`src/rtl/relay_pkg.sv`:
```
// Shared constants for the relay credit link (transmitter and receiving buffer).
package relay_pkg;

    localparam int unsigned RELAY_CREDITS   = 8;
    localparam int unsigned RELAY_RET_LEVEL = 2;

    // Counter must represent 0..credits inclusive.
    function automatic int unsigned relay_cnt_width(input int unsigned credits);
        return $clog2(credits + 1);
    endfunction

endpackage

```
`src/rtl/relay_credit_tx_if.sv`:
```
// Upstream FIFO, forward link and credit return signals of the relay transmitter.
interface relay_credit_tx_if #(
    parameter int unsigned DATA_WIDTH = 32
);
    logic                  if_empty_n;
    logic                  if_read;
    logic [DATA_WIDTH-1:0] if_din;
    logic                  link_valid;
    logic [DATA_WIDTH-1:0] link_data;
    logic                  credit_ret;

    modport master (
        input  if_empty_n, if_din, credit_ret,
        output if_read, link_valid, link_data
    );

    modport slave (
        output if_empty_n, if_din, credit_ret,
        input  if_read, link_valid, link_data
    );
endinterface

```
`src/rtl/relay_pipe_reg.sv`:
```
// 1-bit register chain with synchronous clear; DEPTH = 0 degenerates to a wire.
module relay_pipe_reg #(
    parameter int unsigned DEPTH = 2
) (
    input  logic clk,
    input  logic i_clr_n,
    input  logic i_d,
    output logic o_q,
    output logic o_busy
);
    if (DEPTH == 0) begin : g_wire
        assign o_q    = i_d;
        assign o_busy = 1'b0;
    end else begin : g_chain
        logic [DEPTH-1:0] w_bits;

        for (genvar i = 0; i < DEPTH; i++) begin : g_stage
            (* dont_touch = "true" *) logic r_q;
            logic w_in;

            if (i == 0) begin : g_first
                assign w_in = i_d;
            end else begin : g_next
                assign w_in = w_bits[i-1];
            end

            always_ff @(posedge clk) begin
                if (!i_clr_n) r_q <= 1'b0;
                else          r_q <= w_in;
            end

            assign w_bits[i] = r_q;
        end

        assign o_q    = w_bits[DEPTH-1];
        assign o_busy = |w_bits;
    end
endmodule

```
`src/rtl/relay_credit_tx.sv`:
```
// Credit-based relay transmitter: pops a FWFT FIFO onto a registered link while credits remain.
// Optional sticky over-return detection is enabled by defining RELAY_CREDIT_CHECK_EN.
module relay_credit_tx
    import relay_pkg::*;
#(
    parameter  int unsigned DATA_WIDTH = 32,
    parameter  int unsigned CREDITS    = RELAY_CREDITS,
    parameter  int unsigned RET_LEVEL  = RELAY_RET_LEVEL,
    localparam int unsigned CNT_WIDTH  = relay_cnt_width(CREDITS)
) (
    input  logic                 clk,
    input  logic                 ap_rst_n,
    relay_credit_tx_if.master    bus,
    output logic [CNT_WIDTH-1:0] credits_avail,
    output logic                 idle,
    output logic                 credit_err
);
    localparam int unsigned          SUM_W   = CNT_WIDTH + 1;
    localparam logic [CNT_WIDTH-1:0] CNT_MAX = CNT_WIDTH'(CREDITS);

    logic [CNT_WIDTH-1:0]  r_cnt;
    logic                  r_link_valid;
    logic [DATA_WIDTH-1:0] r_link_data;
    logic                  w_fire;
    logic                  w_ret_d;
    logic                  w_pipe_busy;
    logic [SUM_W-1:0]      w_sum;
    logic                  w_sat;

    relay_pipe_reg #(
        .DEPTH (RET_LEVEL)
    ) u_ret_pipe (
        .clk     (clk),
        .i_clr_n (ap_rst_n),
        .i_d     (bus.credit_ret),
        .o_q     (w_ret_d),
        .o_busy  (w_pipe_busy)
    );

    // Fire looks only at the registered count; a same-cycle return cannot enable it.
    assign w_fire = ap_rst_n & bus.if_empty_n & (r_cnt != '0);
    assign w_sum  = SUM_W'(r_cnt) - SUM_W'(w_fire) + SUM_W'(w_ret_d);
    assign w_sat  = (w_sum > SUM_W'(CREDITS));

    always_ff @(posedge clk) begin
        if (!ap_rst_n) begin
            r_cnt        <= CNT_MAX;
            r_link_valid <= 1'b0;
            r_link_data  <= '0;
        end else begin
            r_cnt        <= w_sat ? CNT_MAX : w_sum[CNT_WIDTH-1:0];
            r_link_valid <= w_fire;
            if (w_fire) r_link_data <= bus.if_din;
        end
    end

    assign bus.if_read    = w_fire;
    assign bus.link_valid = r_link_valid;
    assign bus.link_data  = r_link_data;
    assign credits_avail  = r_cnt;
    assign idle           = (r_cnt == CNT_MAX) & ~w_pipe_busy;

`ifdef RELAY_CREDIT_CHECK_EN
    logic r_credit_err;

    always_ff @(posedge clk) begin
        if (!ap_rst_n)  r_credit_err <= 1'b0;
        else if (w_sat) r_credit_err <= 1'b1;
    end

`ifndef SYNTHESIS
    always_ff @(posedge clk) begin
        if (ap_rst_n && w_sat && !r_credit_err)
            $error("relay_credit_tx: credit returned while count already at maximum");
    end
`endif

    assign credit_err = r_credit_err;
`else
    assign credit_err = 1'b0;
`endif

endmodule
```
`src/flat_wrapper.sv`:
```
// flat-port wrapper written by rule: the top's interface ports become plain ports
module relay_credit_tx_flat import relay_pkg::*;
#(
    parameter  int unsigned DATA_WIDTH = 32,
    parameter  int unsigned CREDITS    = RELAY_CREDITS,
    parameter  int unsigned RET_LEVEL  = RELAY_RET_LEVEL,
    localparam int unsigned CNT_WIDTH  = relay_cnt_width(CREDITS)
)
  (clk, ap_rst_n, credits_avail, idle, credit_err, bus_if_empty_n, bus_if_din, bus_credit_ret, bus_if_read, bus_link_valid, bus_link_data);
  relay_credit_tx_if #(.DATA_WIDTH(DATA_WIDTH)) bus_i ();
  input  logic clk;
  input  logic ap_rst_n;
  output logic [CNT_WIDTH-1:0] credits_avail;
  output logic idle;
  output logic credit_err;
  input wire logic [$bits(bus_i.if_empty_n)-1:0] bus_if_empty_n;
  input wire logic [$bits(bus_i.if_din)-1:0] bus_if_din;
  input wire logic [$bits(bus_i.credit_ret)-1:0] bus_credit_ret;
  output wire logic [$bits(bus_i.if_read)-1:0] bus_if_read;
  output wire logic [$bits(bus_i.link_valid)-1:0] bus_link_valid;
  output wire logic [$bits(bus_i.link_data)-1:0] bus_link_data;
  assign bus_i.if_empty_n = bus_if_empty_n;
  assign bus_i.if_din = bus_if_din;
  assign bus_i.credit_ret = bus_credit_ret;
  assign bus_if_read = bus_i.if_read;
  assign bus_link_valid = bus_i.link_valid;
  assign bus_link_data = bus_i.link_data;
  relay_credit_tx #(.DATA_WIDTH(DATA_WIDTH), .CREDITS(CREDITS), .RET_LEVEL(RET_LEVEL)) u_core (.clk(clk), .ap_rst_n(ap_rst_n), .bus(bus_i), .credits_avail(credits_avail), .idle(idle), .credit_err(credit_err));
endmodule
```
`config.mk`:
```
export PLATFORM = sky130hd
export DESIGN_NAME = relay_credit_tx_flat
export DESIGN_NICKNAME = d
export VERILOG_FILES = /design/src/rtl/relay_pkg.sv /design/src/rtl/relay_credit_tx_if.sv /design/src/rtl/relay_pipe_reg.sv /design/src/rtl/relay_credit_tx.sv /design/src/flat_wrapper.sv
export SDC_FILE = /design/constraint.sdc
export NUM_CORES = 1
export LEC_CHECK = 0
export CAP_MARGIN = 10
export CORE_MARGIN = 1
export CORE_UTILIZATION = 37
export DETAILED_ROUTE_END_ITERATION = 12
export MAX_ROUTING_LAYER = met4
export PLACE_DENSITY = 0.75
export SKIP_LAST_GASP = 1
export SYNTH_ARGS = -nofsm -noshare
export SYNTH_HDL_FRONTEND = slang
export SYNTH_HIERARCHICAL = 1
export SYNTH_SLANG_ARGS = --single-unit
```
`constraint.sdc`:
```
create_clock -name clk -period 3.2 [get_ports clk]
set_clock_uncertainty 0.1 [all_clocks]
set_input_delay 0.64 -clock clk [delete_from_list [all_inputs] [get_ports clk]]
set_output_delay 0.64 -clock clk [all_outputs]
set_load 0.02 [all_outputs]
```
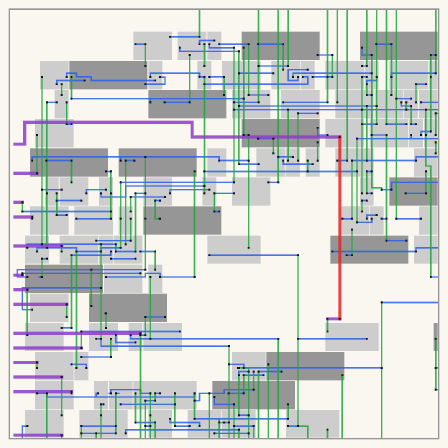
(a small window of the routed layout)
Region (0, 30) to (40, 70) µm. Cells in grey, sequential cells in the stronger grey; small squares are vias.
Key: red = met4; green = met2; purple = met3; blue = met1
Most frequent: clkdlybuf4s50_1 (22), nand2_1 (21), dfxtp_1 (13). Netlist names of flops here include `u_core/bus.link_data` (11), `u_core/credits_avail` (2). Sequential cells in the window: 14. 81 logic cells have their middle in the window.

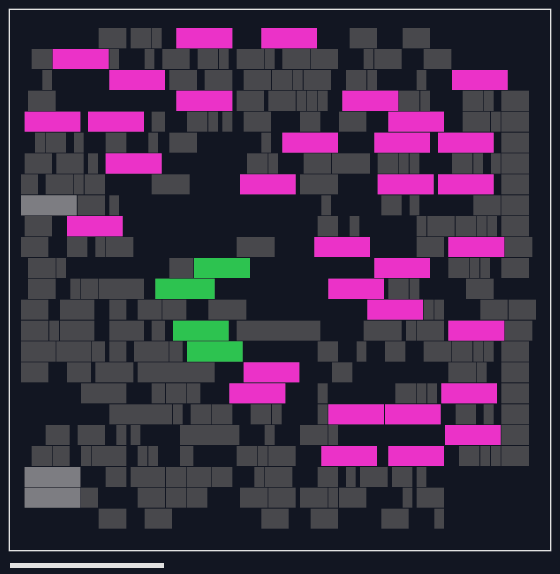
(sequential cells grouped by signal name)
Bar = 20 µm. Other sequential cells in the stronger grey, the rest of the logic in the fainter grey.
Key: magenta = `u_core/bus.link_data` [placed flops 32, where spread over the die]; green = `u_core/credits_avail` [placed flops 4]
Seq power: 602 µW
FF/Latch Area: 782 µm²
Seq area share: 29.8%
final core utilization: 59.5%

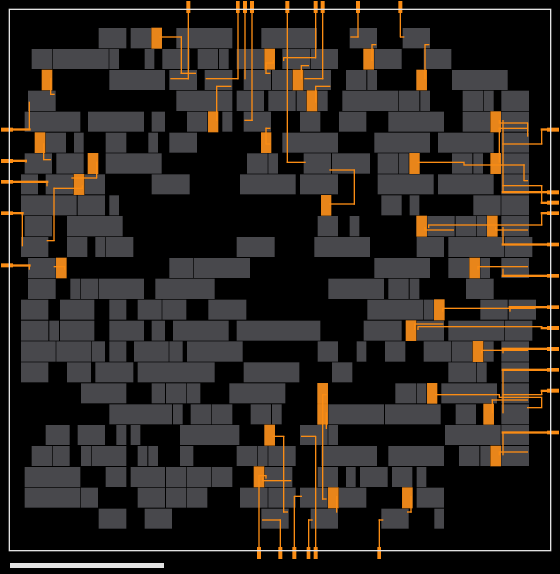
(nets reached from selected ports)
Bar = 20 µm.
Key: orange = `bus_if_din` [direction input, end cells 32, buffers 32, wire 489 µm]
I/O Buffers: 74
I/O pin total: 76

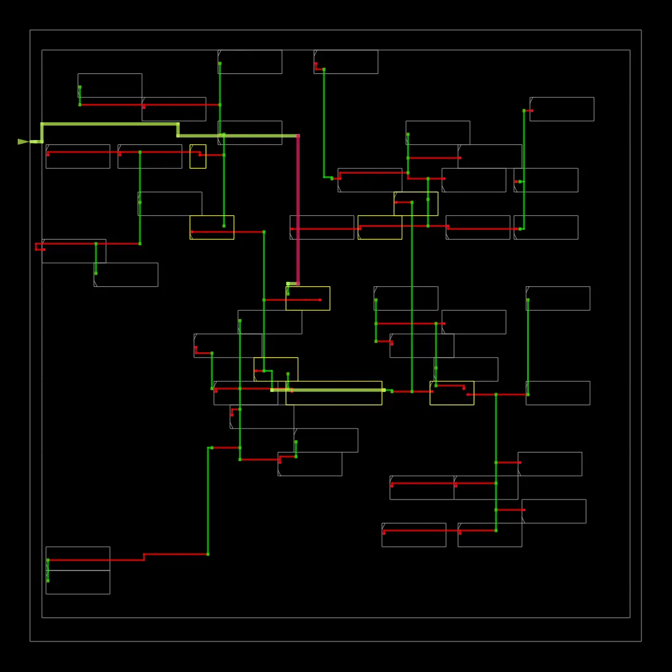
(clock routing)
CTS buffer count: 5
flop count: 39
clock sinks: 39
Skew-Pair Late Insertion Delay: 0.28 ns

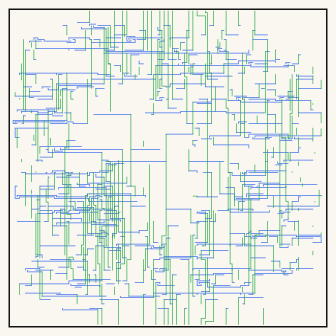
(routed metal, one colour a layer)
Two of the layers only.
Key: green = met2 [wire length 1,890 µm]; blue = met1 [wire length 1,720 µm]

==> registers in the layout, summed over array words and instances (netlist names) <==
register,cells
u_core/u_ret_pipe/o_q,1
u_core/bus.link_data,32
u_core/u_ret_pipe/g_chain.g_stage.r_q,1
u_core/credits_avail,4
u_core/bus.link_valid,1
==> metrics by stage <==
stage | power [mW] | TNS (ns)
floorplan | 1.15 | 0
global route | 1.98 | 0
finish | 1.85 | 0
CTS | 1.84 | 0
global placement | 1.40 | 0
detailed placement | 1.41 | -0.165
==> logic make-up after synthesis <==
logic type / share of synthesized area [%]
xor+xnor: 1.01
compound gates: 18.7
other cells: 0.217
buf+inv: 6.81
simple gates: 21.8
flops: 45.2
fa+ha+maj: 6.23
==> where the power goes <==
part / leakage (nW) / switching (mW) / internal [mW]
sequential: 0.321 / 0.0469 / 0.555
combinational: 0.659 / 0.430 / 0.402
clock: 0.0612 / 0.167 / 0.252
==> layout make-up <==
| class | instances | area [µm²] |
|---|---|---|
| Clock inverter | 2 | 35.0 |
| Clock buffer | 6 | 82.6 |
| Inverter | 8 | 30.0 |
| Sequential cell | 39 | 782 |
| Timing Repair Buffer | 79 | 778 |
| Fill cell | 410 | 1790 |
| Tap cell | 52 | 65.1 |
| Multi-Input combinational cell | 133 | 852 |
==> worst reg2reg max path: cells and delay by family (launching register included) <==
| family | cells | cell delay (ns) |
|---|---|---|
| and+or+nand+nor | 3 | 0.66 |
| xor gates and xnor gates | 1 | 0.16 |
| adders and majority gates | 4 | 1.02 |
| AOI/OAI and AO/OA | 2 | 0.34 |
| buffers and inverters | 4 | 0.31 |
| DFF | 1 | 0.34 |
==> repair_timing <==
item / CTS / global route
resized: 0 / 1
setup endpoints to repair: 0 / 3
buffers inserted: 0 / 0
==> results.py <==
# Generated from Yosys and OpenROAD reports
metrics = {
    "min_path": {
        "hold_path_depth": 2,
        "hp-start": "u_core/bus.link_data[23]",
    },
    "yosys": {
        "async_flop_share_pct": 0,
        "ys_seq_share_pct": 45.2,
        "synth_nets": 236,
        "yosys_cells": 192,
        "edf_count": 0,
        "ys_types": 34,
    },
    "timing": {
        "finalHoldViolCount": 0,
        "hold_slack_ns": 0.352,
        "rsz0062_at_grt": "false",
        "finalCriticalPeriod_ns": 3.02,
        "setup-violations-final": 0,
        "period_used_pct": 94.3,
    },
    "worst_setup_path": {
        "crit_path_top_delay_cell": "fa_2",
        "cp_max_fo": 3,
        "crit_family": "adder cells",
        "cp.arrival_ns": 3.11,
        "r2r_start": "u_core/credits_avail[2]",
    },
    "cells_and_area": {
        "design_area_um2": 2630,
        "final_common_cell": "clkdlybuf4s50_1",
        "final_net_count": 310,
        "layout_top_cells": "74 x clkdlybuf4s50_1, 64 x nand2_1, 38 x dfxtp_1, 30 x a21boi_1, 8 x inv_1",
    },
    "die": {
        "die_y_um": 70.3,
    },
    "route": {
        "wl_met2_mm": 1.89,
        "wl_met3_um": 205,
        "wire_per_inst_um": 12.0,
        "wl_met1_mm": 1.72,
        "routed.top_layer": "met4",
    },
    "placement": {
        "place_area_um2": 2490,
        "place.gp.congestion": 0.898,
    },
    "outcome": {
        "status": "finished, final reports clean",
    },
    "grt": {
        "use_met1_pct": 19.9,
        "grt_max_degree": 40,
        "grt_use_met2_pct": 28.1,
        "top_usage_layer": "met2",
    },
    "clock_network": {
        "cts_hold_buf": 0,
        "cts_max_level": 2,
    },
    "power_and_ir_drop": {
        "power.density_nw_per_um2": 706,
    },
    "job": {
        "cap_violations": 0,
    },
}
No activity file was given, so power comes from the tool's default toggle rates.
